**Run 1: selected gate families**

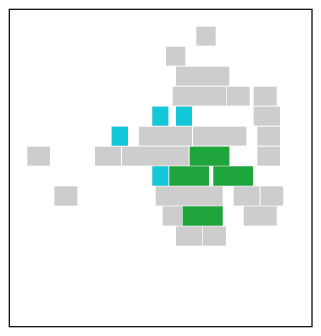
**Run 1: the metal 3 layer**

Scale bar: 10 µm.
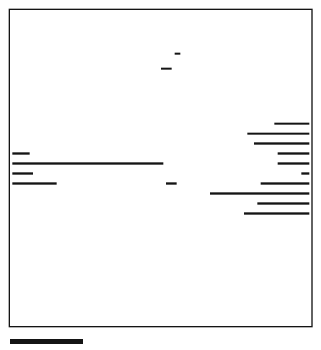
**Run 1: M2 wires**

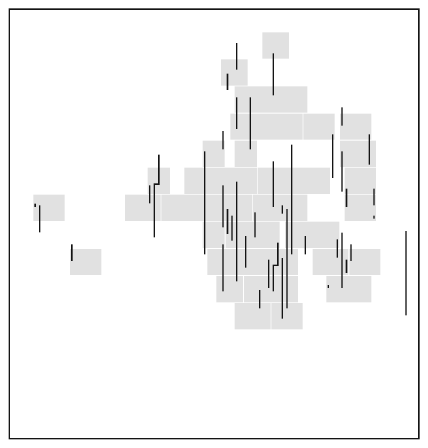
<file path="src/rtl/rs_shared_pkg.sv">
// Shared constants for the resource-shared dual add unit.
package rs_shared_pkg;

    // Default operand / sum width.
    localparam int unsigned RS_W_DEFAULT = 1;

endpackage : rs_shared_pkg

</file>
<file path="src/rtl/rs_shared_if.sv">
// Operand, select and result bundle for rs_shared.
//   a..f          : W-bit operands (pairs AB, CD, EF)
//   s1, s2        : path selects (s1: AB/CD, s2: CD/EF)
//   c1_out, y_out : registered carry/sum of path 1
//   c2_out, z_out : registered carry/sum of path 2
// master drives operands and selects; slave (the adder unit) drives results.
interface rs_shared_if
    import rs_shared_pkg::*;
#(
    parameter int unsigned W = RS_W_DEFAULT
);

    logic [W-1:0] a;
    logic [W-1:0] b;
    logic [W-1:0] c;
    logic [W-1:0] d;
    logic [W-1:0] e;
    logic [W-1:0] f;
    logic         s1;
    logic         s2;
    logic         c1_out;
    logic         c2_out;
    logic [W-1:0] y_out;
    logic [W-1:0] z_out;

    modport master (
        output a, b, c, d, e, f, s1, s2,
        input  c1_out, c2_out, y_out, z_out
    );

    modport slave (
        input  a, b, c, d, e, f, s1, s2,
        output c1_out, c2_out, y_out, z_out
    );

endinterface : rs_shared_if

</file>
<file path="src/rtl/rs_shared_add.sv">
// Selectable adder: muxes the operand pair first, then performs one (W+1)-bit add.
//   sel_i       : 0 selects x0_i + y0_i, 1 selects x1_i + y1_i
//   x0_i, y0_i  : operand pair 0
//   x1_i, y1_i  : operand pair 1
//   carry_c_o   : combinational carry-out of the selected sum
//   sum_c_o     : combinational low W bits of the selected sum
module rs_shared_add
    import rs_shared_pkg::*;
#(
    parameter int unsigned W = RS_W_DEFAULT
) (
    input  logic         sel_i,
    input  logic [W-1:0] x0_i,
    input  logic [W-1:0] y0_i,
    input  logic [W-1:0] x1_i,
    input  logic [W-1:0] y1_i,
    output logic         carry_c_o,
    output logic [W-1:0] sum_c_o
);

    logic [W:0] opx;
    logic [W:0] opy;
    logic [W:0] res;

    // Operand mux ahead of the single adder, zero-extended to carry width.
    assign opx = {1'b0, (sel_i ? x1_i : x0_i)};
    assign opy = {1'b0, (sel_i ? y1_i : y0_i)};

    assign res       = opx + opy;
    assign carry_c_o = res[W];
    assign sum_c_o   = res[W-1:0];

endmodule : rs_shared_add

</file>
<file path="src/rtl/rs_shared.sv">
// Resource-shared dual add unit with registered results (one-cycle latency).
//   clk  : rising-edge clock
//   rst  : synchronous active-high reset, clears all four result registers
//   bus  : slave side of rs_shared_if (operands, selects, results)
// Path 1 adds AB or CD (s1), path 2 adds CD or EF (s2); one adder per path.
module rs_shared
    import rs_shared_pkg::*;
#(
    parameter int unsigned W = RS_W_DEFAULT
) (
    input  logic        clk,
    input  logic        rst,
    rs_shared_if.slave  bus
);

    logic         c1_d;
    logic         c1_q;
    logic [W-1:0] y_d;
    logic [W-1:0] y_q;
    logic         c2_d;
    logic         c2_q;
    logic [W-1:0] z_d;
    logic [W-1:0] z_q;

    // Path 1: s1=0 -> a+b, s1=1 -> c+d.
    rs_shared_add #(
        .W (W)
    ) u_add_p1 (
        .sel_i     (bus.s1),
        .x0_i      (bus.a),
        .y0_i      (bus.b),
        .x1_i      (bus.c),
        .y1_i      (bus.d),
        .carry_c_o (c1_d),
        .sum_c_o   (y_d)
    );

    // Path 2: s2=0 -> c+d, s2=1 -> e+f.
    rs_shared_add #(
        .W (W)
    ) u_add_p2 (
        .sel_i     (bus.s2),
        .x0_i      (bus.c),
        .y0_i      (bus.d),
        .x1_i      (bus.e),
        .y1_i      (bus.f),
        .carry_c_o (c2_d),
        .sum_c_o   (z_d)
    );

    // Result registers; reset wins over the live update.
    always_ff @(posedge clk) begin
        if (rst) begin
            c1_q <= 1'b0;
            y_q  <= '0;
            c2_q <= 1'b0;
            z_q  <= '0;
        end else begin
            c1_q <= c1_d;
            y_q  <= y_d;
            c2_q <= c2_d;
            z_q  <= z_d;
        end
    end

    assign bus.c1_out = c1_q;
    assign bus.y_out  = y_q;
    assign bus.c2_out = c2_q;
    assign bus.z_out  = z_q;

endmodule : rs_shared

</file>
<file path="src/flat_wrapper.sv">
// flat-port wrapper written by rule: the top's interface ports become plain ports
module rs_shared_flat import rs_shared_pkg::*;
#(
    parameter int unsigned W = RS_W_DEFAULT
)
  (clk, rst, bus_a, bus_b, bus_c, bus_d, bus_e, bus_f, bus_s1, bus_s2, bus_c1_out, bus_c2_out, bus_y_out, bus_z_out);
  rs_shared_if #(.W(W)) bus_i ();
  input  logic clk;
  input  logic rst;
  input wire logic [$bits(bus_i.a)-1:0] bus_a;
  input wire logic [$bits(bus_i.b)-1:0] bus_b;
  input wire logic [$bits(bus_i.c)-1:0] bus_c;
  input wire logic [$bits(bus_i.d)-1:0] bus_d;
  input wire logic [$bits(bus_i.e)-1:0] bus_e;
  input wire logic [$bits(bus_i.f)-1:0] bus_f;
  input wire logic [$bits(bus_i.s1)-1:0] bus_s1;
  input wire logic [$bits(bus_i.s2)-1:0] bus_s2;
  output wire logic [$bits(bus_i.c1_out)-1:0] bus_c1_out;
  output wire logic [$bits(bus_i.c2_out)-1:0] bus_c2_out;
  output wire logic [$bits(bus_i.y_out)-1:0] bus_y_out;
  output wire logic [$bits(bus_i.z_out)-1:0] bus_z_out;
  assign bus_i.a = bus_a;
  assign bus_i.b = bus_b;
  assign bus_i.c = bus_c;
  assign bus_i.d = bus_d;
  assign bus_i.e = bus_e;
  assign bus_i.f = bus_f;
  assign bus_i.s1 = bus_s1;
  assign bus_i.s2 = bus_s2;
  assign bus_c1_out = bus_i.c1_out;
  assign bus_c2_out = bus_i.c2_out;
  assign bus_y_out = bus_i.y_out;
  assign bus_z_out = bus_i.z_out;
  rs_shared #(.W(W)) u_core (.clk(clk), .rst(rst), .bus(bus_i));
endmodule
</file>
<file path="config.mk">
export PLATFORM = sky130hd
export DESIGN_NAME = rs_shared_flat
export DESIGN_NICKNAME = d
export VERILOG_FILES = /design/src/rtl/rs_shared_pkg.sv /design/src/rtl/rs_shared_if.sv /design/src/rtl/rs_shared_add.sv /design/src/rtl/rs_shared.sv /design/src/flat_wrapper.sv
export SDC_FILE = /design/constraint.sdc
export NUM_CORES = 1
export LEC_CHECK = 0
export CORE_AREA = 2 2 39 41
export CTS_CLUSTER_DIAMETER = 200
export DETAILED_ROUTE_END_ITERATION = 8
export DIE_AREA = 0 0 41 43
export GPL_TIMING_DRIVEN = 0
export SLEW_MARGIN = 5
export SYNTH_ARGS = -nofsm -noshare
export SYNTH_HDL_FRONTEND = slang
export SYNTH_SLANG_ARGS = --single-unit
</file>
<file path="constraint.sdc">
create_clock -name clk -period 1.15 [get_ports clk]
set_input_delay 0.23 -clock clk [delete_from_list [all_inputs] [get_ports clk]]
set_output_delay 0.23 -clock clk [all_outputs]
set_load 0.02 [all_outputs]
</file>
==> flow_metrics.env, run 1 <==
# physical design summary
export IMPL_outcome="complete, no violations"
export IMPL_grt_overflow=0
export IMPL_path_max_fanout=1
export IMPL_rsz0062_at_grt="no"
export IMPL_ir_worst_vdd_v=0.000225
export IMPL_slowest_stage="clkdlybuf4s50_1"
export IMPL_netlist_area_um2=175
export IMPL_num_rows=14
export IMPL_viasPerCell=3.72
export IMPL_die_height_um=43
export IMPL_drt_iter0_drc=0
export IMPL_largest_area_cell="dfxtp_1"
export IMPL_dieArea_um2=1760
export IMPL_drv_cap=0
export IMPL_max_slew_margin_pct=85.9
export IMPL_setup_viol=0
export IMPL_p_leak_nw=0.183
export IMPL_grt_antenna_before_repair=0
export IMPL_nNetsFinal=44
export IMPL_tns_ns=0
export IMPL_top_cell_area_share_pct=45.7
export IMPL_syn_avg_cell_area_um2=12.5
export IMPL_fin_ws_ns=0.0184
export IMPL_yosys_stat_area_um2=175
export IMPL_numCtsBuffers=3
export IMPL_first_pass_iters=1
export IMPL_place_area_um2=325
export IMPL_htreeDepth=1
export IMPL_cts_sinks=4
export IMPL_worstSetupStartpointType="primary input"
export IMPL_postRouteAntennaNets=0
export IMPL_yosysCellCount=14
export IMPL_warning_count=26
export IMPL_total_power_uw=429
export IMPL_whs_ns=0.503
export IMPL_gp_congestion=0.586
export IMPL_arrival_ns=1.26
export IMPL_critPathKind="primary input to flop"
export IMPL_crit_start="bus_e"
export IMPL_yosysWarnings=0
export IMPL_path_buffers=1
export IMPL_drcViolationCount=0
export IMPL_ys_types=4
export IMPL_port_buffers=13
export IMPL_worst_pin_slew_ns=0.213
export IMPL_final_area_um2=380
export IMPL_crit_chain="clkdlybuf4s50_1 -> mux2_4 -> ha_4 -> nor2b_1"
export IMPL_dp_cells=43
export IMPL_wl_per_cell_um=10.7
export IMPL_hp_class="primary input to flop"
export IMPL_fp_utilization_pct=12.7
export IMPL_post_place_ws_ns=-0.474
export IMPL_worstSetupEndpoint="u_core.bus.z_out$_SDFF_PP0_"
export IMPL_core_area_um2=1380
export IMPL_cts_root_buf="clkbuf_4"
export IMPL_p_per_area_nw_per_um2=1130
export IMPL_timing_final_crit_share_pct=98.4
export IMPL_topCellsByArea="dfxtp_1 (46%), mux2_1 (26%), ha_1 (14%), nor2b_1 (14%)"
export IMPL_cts_tree="done"
export IMPL_first_global_vias=147
export IMPL_slew_violations=0
export IMPL_cpLargestDelayFamily="buffers and inverters"
export IMPL_cts_path_max_buffers=2
export IMPL_die_x_um=41
export IMPL_synthToLayoutAreaGrowth_pct=117
export IMPL_max_freq_mhz=884
export IMPL_final_core_util_pct=27.5
export IMPL_hold_viol_final=0
export IMPL_pin_count=14
export IMPL_synthCells=14
export IMPL_diodes=0
export IMPL_fp_nets=26
export IMPL_grt_max_degree=5
export IMPL_path_clk_slew_ns=0.04
export IMPL_post_cts_buffers=0
export IMPL_cp_end_kind="flop"
export IMPL_grt_usage_pct=6.82
export IMPL_grt_pass1_wl_um=641
export IMPL_drive_gt1_share_pct=30.0
export IMPL_ys_ff=4
export IMPL_fill_cells=146
export IMPL_ys_seq_share_pct=45.7
export IMPL_fin_crit_ns=1.13
export IMPL_required_ns=1.27
export IMPL_cp_depth=4
export IMPL_max_stage_delay_ns=0.41
-- 'selected gate families' (at the start) --
legend:
  nor cells:
    colour: cyan
    cells: 4
  mux cells:
    colour: green
    cells: 4
fin cells: 46
logic share of the area: 35.5%
most frequent logic cell in the layout: dlygate4sd2_1

-- 'the metal 3 layer' (at the start) --
wire length on this layer: 96.9 µm
main direction: horizontal
Total Wirelength: 490 µm
met3 Usage GRT: 5.24%
total number of vias: 171

-- 'M2 wires' (at the start) --
longest straight run: 10.9 µm
wire length on this layer: 149 µm
share of all routed wire: 30%
nets with wire on the layer: 38
met2 usage: 6.88%

run 1: cell usage after synthesis (all sizes together):
library cell,n
dfxtp,4
nor2b,4
ha,2
mux2,4
run 1: how the worst min path moves through the flow:
stage                                        end  cells past startpoint  startpoint
global route         u_core.bus.y_out$_SDFF_PP0_                      4       bus_a
CTS                  u_core.bus.z_out$_SDFF_PP0_                      2         rst
detailed placement   u_core.bus.z_out$_SDFF_PP0_                      2         rst
finish               u_core.bus.y_out$_SDFF_PP0_                      4       bus_a
global placement     u_core.bus.z_out$_SDFF_PP0_                      2         rst
floorplan           u_core.bus.c1_out$_SDFF_PP0_                      1         rst
run 1: metal layers:
metal	GRT usage (%)	vias up	routed length, µm
li1	-	80	-
met1	6.73	71	213
met2	6.88	16	149
met3	5.24	4	96
met4	10.0	0	30
met5	0	-	0
run 1: cell families after synthesis:
family | Yosys count | share of synthesized area, %
adders and majority gates | 2 | 14.3
DFF | 4 | 45.7
muxes | 4 | 25.7
and+or+nand+nor | 4 | 14.3
run 1: cell type report:
type                       count  area [µm²]  area share [%]
clock buffer                   3        22.5            5.92
timing repair buffer          13         123            32.2
multi-input combinational     10         135            35.5
sequential                     4        80.1            21.1
tap                           16        20.0            5.26
run 1: cell usage in the layout (no fill, tap or decap):
cell and instances:
dlygate4sd2_1 8, nor2b_1 4, mux2_4 4, clkdlybuf4s50_1 4, dfxtp_1 4, clkbuf_4 3
ha_4 2, dlymetal6s2s_1 1
run 1: power breakdown:
group	total (mW)	switching, mW	internal (mW)
registers	0.153	0.00219	0.151
clock network	0.172	0.0555	0.117
logic	0.104	0.0420	0.0617
total	0.429	0.0997	0.329
run 1: timing repair:
| action | CTS | global route |
|---|---|---|
| pin swaps | 1 | 1 |
| setup endpoints to repair | 8 | 1 |
| hold buffers | 0 | 0 |
| gates resized | 14 | 1 |
**Run 1: clock wires, drivers and flops**

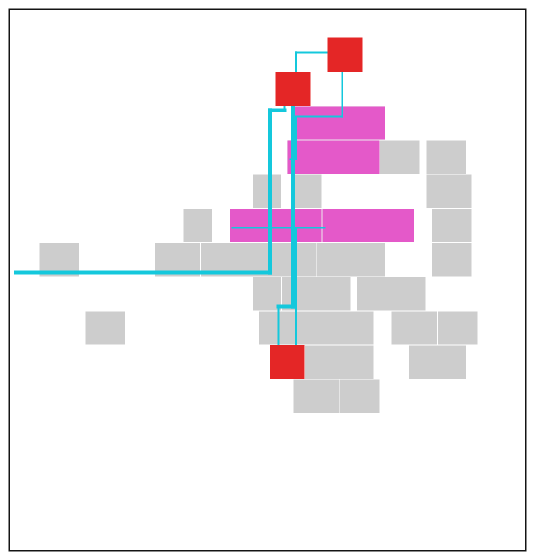

--- run 2 (diff from run 1) ---
--- a/config.mk
+++ b/config.mk
@@ -5,11 +5,14 @@
 export SDC_FILE = /design/constraint.sdc
 export NUM_CORES = 1
 export LEC_CHECK = 0
+export CELL_PAD_IN_SITES_DETAIL_PLACEMENT = 1
+export CELL_PAD_IN_SITES_GLOBAL_PLACEMENT = 1
 export CORE_AREA = 2 2 39 41
 export CTS_CLUSTER_DIAMETER = 200
 export DETAILED_ROUTE_END_ITERATION = 8
 export DIE_AREA = 0 0 41 43
 export GPL_TIMING_DRIVEN = 0
+export PLACE_DENSITY_LB_ADDON = 0.1
 export SLEW_MARGIN = 5
 export SYNTH_ARGS = -nofsm -noshare
 export SYNTH_HDL_FRONTEND = slang
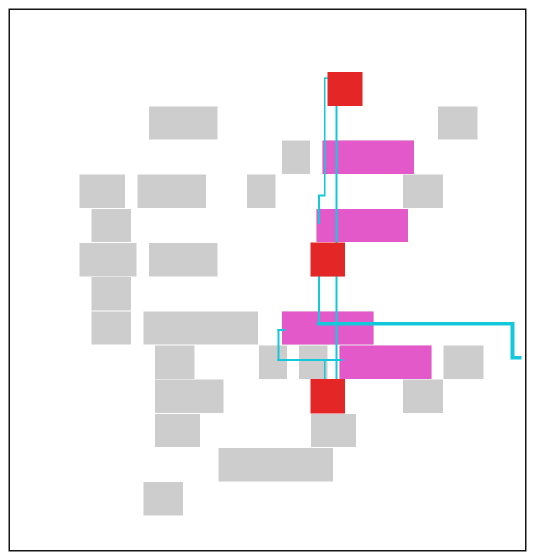
**Above:** run 2 (clock wires, drivers and flops).
legend:
  clock-net drivers:
    colour: red
    count: 3
  clock wires:
    colour: cyan
    length: 73.9 µm
  flip-flops:
    colour: magenta
    count: 4
routed clock nets: 4
clk pwr: 167 µW
power share of the clock group: 39.5%

==> run 2 against run 1 <==
Net effect:
- global-route usage grew 0.50 points
- sequential share of layout area grew 0.069 points
- total power shrank 1.1%
- non-clock buffer count is the same
- sequential cell count is the same
- area after synthesis is the same
- combinational power is essentially flat
- clock-buffer cell count is the same
- largest power group unchanged
==> flow_metrics.env, run 2 <==
# physical design summary
export IMPL_outcome="complete, no violations"
export IMPL_setup_viol=0
export IMPL_cts_tree="done"
export IMPL_num_rows=14
export IMPL_final_core_util_pct=27.4
export IMPL_ir_worst_vdd_v=0.000206
export IMPL_synth_edff_count=0
export IMPL_p_leak_nw=0.184
export IMPL_cp_end_kind="flop"
export IMPL_timing_final_crit_share_pct=96.6
export IMPL_die_height_um=43
export IMPL_fp_nets=26
export IMPL_diodes=0
export IMPL_final_cell_mix="dlygate4sd2_1 (9), nor2b_1 (4), mux2_4 (4), dfxtp_1 (4)"
export IMPL_grt_usage_pct=7.32
export IMPL_gp_congestion=0.551
export IMPL_netlist_area_um2=175
export IMPL_hp_class="primary input to flop"
export IMPL_required_ns=1.27
export IMPL_first_pass_iters=1
export IMPL_slew_violations=0
export IMPL_rsz0062_at_grt="no"
export IMPL_path_buffers=1
export IMPL_layout_top_cell="dlygate4sd2_1"
export IMPL_yosysWarnings=0
export IMPL_ys_seq_share_pct=45.7
export IMPL_dieArea_um2=1760
export IMPL_synthArstFlopShare_pct=0
export IMPL_max_freq_mhz=900
export IMPL_crit_chain="clkdlybuf4s50_1 -> mux2_4 -> ha_4 -> nor2b_1"
export IMPL_grt_pass1_wl_um=738
export IMPL_htreeDepth=1
export IMPL_viasPerCell=3.59
export IMPL_grt_max_degree=5
export IMPL_arrival_ns=1.23
export IMPL_max_stage_delay_ns=0.39
export IMPL_pin_count=14
export IMPL_postRouteAntennaNets=0
export IMPL_yosysCellCount=14
export IMPL_fin_crit_ns=1.11
export IMPL_drt_iter0_drc=0
export IMPL_drive_gt1_share_pct=30.0
export IMPL_synthCells=14
export IMPL_core_area_um2=1380
export IMPL_whs_ns=0.513
export IMPL_port_buffers=13
export IMPL_yosys_stat_area_um2=175
export IMPL_topCellsByArea="dfxtp_1 (46%), mux2_1 (26%), ha_1 (14%), nor2b_1 (14%)"
export IMPL_slowest_stage="clkdlybuf4s50_1"
export IMPL_synthToLayoutAreaGrowth_pct=116
export IMPL_hold_viol_final=0
export IMPL_warning_count=26
export IMPL_ys_types=4
export IMPL_ys_ff=4
export IMPL_syn_avg_cell_area_um2=12.5
export IMPL_cts_root_buf="clkbuf_4"
export IMPL_synth_main_ff_cell="dfxtp_1"
export IMPL_path_max_fanout=1
export IMPL_ctsHoldBuffers=0
export IMPL_cpLargestDelayFamily="buffers and inverters"
export IMPL_path_clk_slew_ns=0.04
export IMPL_fp_utilization_pct=12.7
export IMPL_drcViolationCount=0
export IMPL_grt_overflow=0
export IMPL_worst_pin_slew_ns=0.207
export IMPL_grt_antenna_before_repair=0
export IMPL_first_global_vias=202
export IMPL_cts_path_max_buffers=2
export IMPL_top_cell_area_share_pct=45.7
export IMPL_wl_per_cell_um=10.1
export IMPL_largest_area_cell="dfxtp_1"
export IMPL_critPathKind="primary input to flop"
export IMPL_cts_sinks=4
export IMPL_total_power_uw=424
export IMPL_numCtsBuffers=3
export IMPL_nNetsFinal=44
export IMPL_p_per_area_nw_per_um2=1120
export IMPL_die_x_um=41
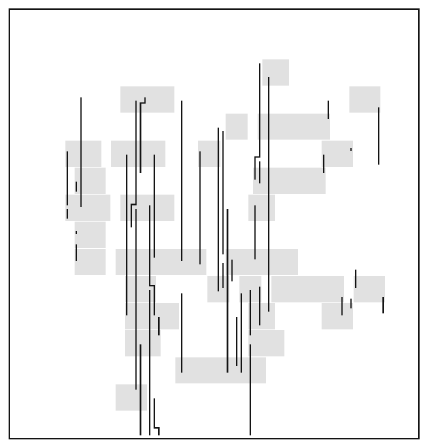
**Above:** run 2 (M2 wires).
main direction: vertical
nets with wire on the layer: 39
met2 usage: 14.1%
Total Wirelength: 465 µm
total number of vias: 165

-- run 2: cell counts after synthesis --
Identical to the previous run, type by type.
-- run 2: timing repair --
item | 4_1_cts | 5_1_grt
pin swaps | 1 | 1
resized | 15 | 1
setup endpoints to repair | 8 | 1
buffers inserted | 0 | 0
-- run 2: per-layer routing --
metal  vias to the layer above  routed length, µm  part of all wire [%]  track usage [%]
li1                         80                  -                     -                -
met2                        10                297                    64             14.1
met5                         -                  0                     0                0
met3                         0                 67                    14             1.57
met4                         0                  0                     0             10.0
met1                        75                101                    22             3.21
-- run 2: kinds of logic (layout without fill, tap and decap cells) --
group | Yosys count | in the layout | share of synthesized area, %
muxes | 4 | 4 | 25.7
adders and majority gates | 2 | 2 | 14.3
buffers and inverters | 0 | 16 | 0
and+or+nand+nor | 4 | 4 | 14.3
DFF | 4 | 4 | 45.7
-- run 2: layout make-up --
type | instances | area, µm²
sequential | 4 | 80.1
fill | 166 | 1000
tap | 16 | 20.0
timing repair buffer | 13 | 121
clock buffer | 3 | 22.5
multi-input combinational | 10 | 135
-- run 2: stage by stage --
step	instance area, µm²	cells	setup slack, ns	TNS (ns)
global placement	325	43	-0.435	-1.52
finish	379	46	0.0391	0
CTS	377	46	0.0259	0
floorplan	175	14	0.120	0
detailed placement	325	43	-0.452	-1.59
global route	379	46	0.0119	0
-- run 2: final timing paths --
kind               from                      endpoint  slack [ns]  cells after the start
setup / recovery  bus_b   u_core.bus.y_out$_SDFF_PP0_        0.04                      4
hold / removal    bus_e  u_core.bus.c2_out$_SDFF_PP0_        0.51                      4
-- run 2: power breakdown --
group / switching (mW) / total (mW) / internal (mW)
Combinational: 0.0424 / 0.104 / 0.0616
Sequential: 0.00200 / 0.153 / 0.151
Clock: 0.0511 / 0.167 / 0.116
Total: 0.0956 / 0.424 / 0.329
--- run 3 (diff from run 2) ---
--- a/config.mk
+++ b/config.mk
@@ -13,6 +13,7 @@
 export DIE_AREA = 0 0 41 43
 export GPL_TIMING_DRIVEN = 0
 export PLACE_DENSITY_LB_ADDON = 0.1
+export REMOVE_ABC_BUFFERS = 1
 export SLEW_MARGIN = 5
 export SYNTH_ARGS = -nofsm -noshare
 export SYNTH_HDL_FRONTEND = slang
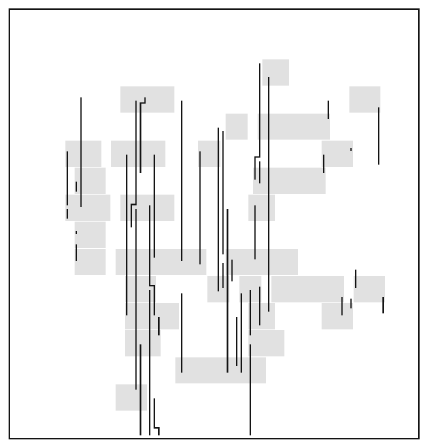
**Above:** run 3 (M2 wires).
main direction: vertical
share of all routed wire: 64%
longest straight run: 23.5 µm
nets with wire on the layer: 39
wire length on this layer: 297 µm

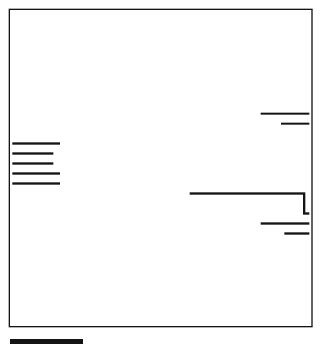
**Above:** run 3 (the metal 3 layer).
Scale bar: 10 µm.
longest straight run: 15.4 µm
nets with wire on the layer: 10
wire length on this layer: 67.3 µm
main direction: horizontal
met3 Usage GRT: 1.57%

==> run 3 against run 2 <==
Net effect:
- total power stayed put
- maximum frequency is the same
- cell area stayed put
- critical endpoint unchanged
- utilization unchanged
- worst hold slack unchanged
- combinational power is essentially flat
- sequential cell count unchanged
- synthesized cell count did not move
- die size unchanged
- critical path depth stayed put
- largest cell class unchanged
- clock-buffer cell count unchanged
==> flow_metrics.env, run 3 <==
# physical design summary
export IMPL_port_buffers=13
export IMPL_drt_iter0_drc=0
export IMPL_top_cell_area_share_pct=45.7
export IMPL_grt_usage_pct=7.32
export IMPL_seqCellArea_um2=80.1
export IMPL_post_cts_buffers=0
export IMPL_wirelength_um=465
export IMPL_viasPerCell=3.59
export IMPL_yosysWarnings=0
export IMPL_holdPathStages=4
export IMPL_cts_root_buf="clkbuf_4"
export IMPL_diodes=0
export IMPL_outcome="complete, no violations"
export IMPL_grt_max_degree=5
export IMPL_instances_no_fill=46
export IMPL_synth_main_ff_cell="dfxtp_1"
export IMPL_die_height_um=43
export IMPL_p_leak_nw=0.184
export IMPL_rsz0062_at_grt="no"
export IMPL_layout_top_cell="dlygate4sd2_1"
export IMPL_cts_resized=15
export IMPL_synthArstFlopShare_pct=0
export IMPL_cts_path_max_buffers=2
export IMPL_p_per_area_nw_per_um2=1120
export IMPL_wl_per_cell_um=10.1
export IMPL_max_freq_mhz=900
export IMPL_first_global_vias=202
export IMPL_hp_start="bus_e"
export IMPL_core_area_um2=1380
export IMPL_cp_end_kind="flop"
export IMPL_path_clk_slew_ns=0.04
export IMPL_slew_violations=0
export IMPL_whs_ns=0.513
export IMPL_drcViolationCount=0
export IMPL_htreeDepth=1
export IMPL_synth_edff_count=0
export IMPL_die_x_um=41
export IMPL_required_ns=1.27
export IMPL_yosysCellCount=14
export IMPL_dieArea_um2=1760
export IMPL_ir_worst_vdd_v=0.000206
export IMPL_drive_gt1_share_pct=30.0
export IMPL_grt_antenna_before_repair=0
export IMPL_pin_count=14
export IMPL_gp_congestion=0.551
export IMPL_worst_pin_slew_ns=0.207
export IMPL_timing_final_crit_share_pct=96.6
export IMPL_topCellsByArea="dfxtp_1 (46%), mux2_1 (26%), ha_1 (14%), nor2b_1 (14%)"
export IMPL_fin_crit_ns=1.11
export IMPL_synthCells=14
export IMPL_synthToLayoutAreaGrowth_pct=116
export IMPL_ys_types=4
export IMPL_netlist_area_um2=175
export IMPL_ctsHoldBuffers=0
export IMPL_numCtsBuffers=3
export IMPL_dp_cells=43
export IMPL_grt_pass1_wl_um=738
export IMPL_cts_tree="done"
export IMPL_largest_area_cell="dfxtp_1"
export IMPL_fill_cells=166
export IMPL_critPathKind="primary input to flop"
export IMPL_warning_count=25
-- run 3: cell counts in the layout (fill, tap and decap cells not counted) --
No cell type changed its count.
-- run 3: cell type report --
class,instances,area share (%)
clock buffers,3,5.94
multi-input cells,10,35.6
flip-flops and latches,4,21.1
well taps,16,5.28
repair buffers,13,32.0
-- run 3: logic make-up after synthesis --
kind of cell	after synthesis	synth area share, %
muxes	4	25.7
DFF	4	45.7
and+or+nand+nor	4	14.3
adders and majority gates	2	14.3
-- run 3: final timing paths --
| kind | end | slack, ns |
|---|---|---|
| max | u_core.bus.y_out$_SDFF_PP0_ | 0.04 |
| min | u_core.bus.c2_out$_SDFF_PP0_ | 0.51 |
-- run 3: critical path, stage by stage --
cell,delay [ns]
clkdlybuf4s50_1,0.39
mux2_4,0.28
ha_4,0.20
nor2b_1,0.12
-- run 3: through the flow --
stage	utilization, %	area, µm²	setup WS [ns]	power, mW	TNS [ns]
5_1_grt	27.4	379	0.0119	0.456	0
4_1_cts	27.2	377	0.0259	0.433	0
3_3_place_gp	23.5	325	-0.435	0.251	-1.52
2_1_floorplan	-	175	0.120	0.192	0
6_report	27.4	379	0.0391	0.424	0
3_5_place_dp	23.5	325	-0.452	0.253	-1.59
-- run 3: where the power goes --
| group | internal, mW | switching [mW] | leakage [nW] |
|---|---|---|---|
| sequential | 0.151 | 0.00200 | 0.0331 |
| combinational | 0.0616 | 0.0424 | 0.137 |
| clock | 0.116 | 0.0511 | 0.0138 |
-- run 3: metal layers --
layer / global-route usage, % / part of all wire [%] / routed length (µm)
met3: 1.57 / 14 / 67
met1: 3.21 / 22 / 101
met4: 10.0 / 0 / 0
met5: 0 / 0 / 0
met2: 14.1 / 64 / 297
Power and IR drop assume default switching activity.
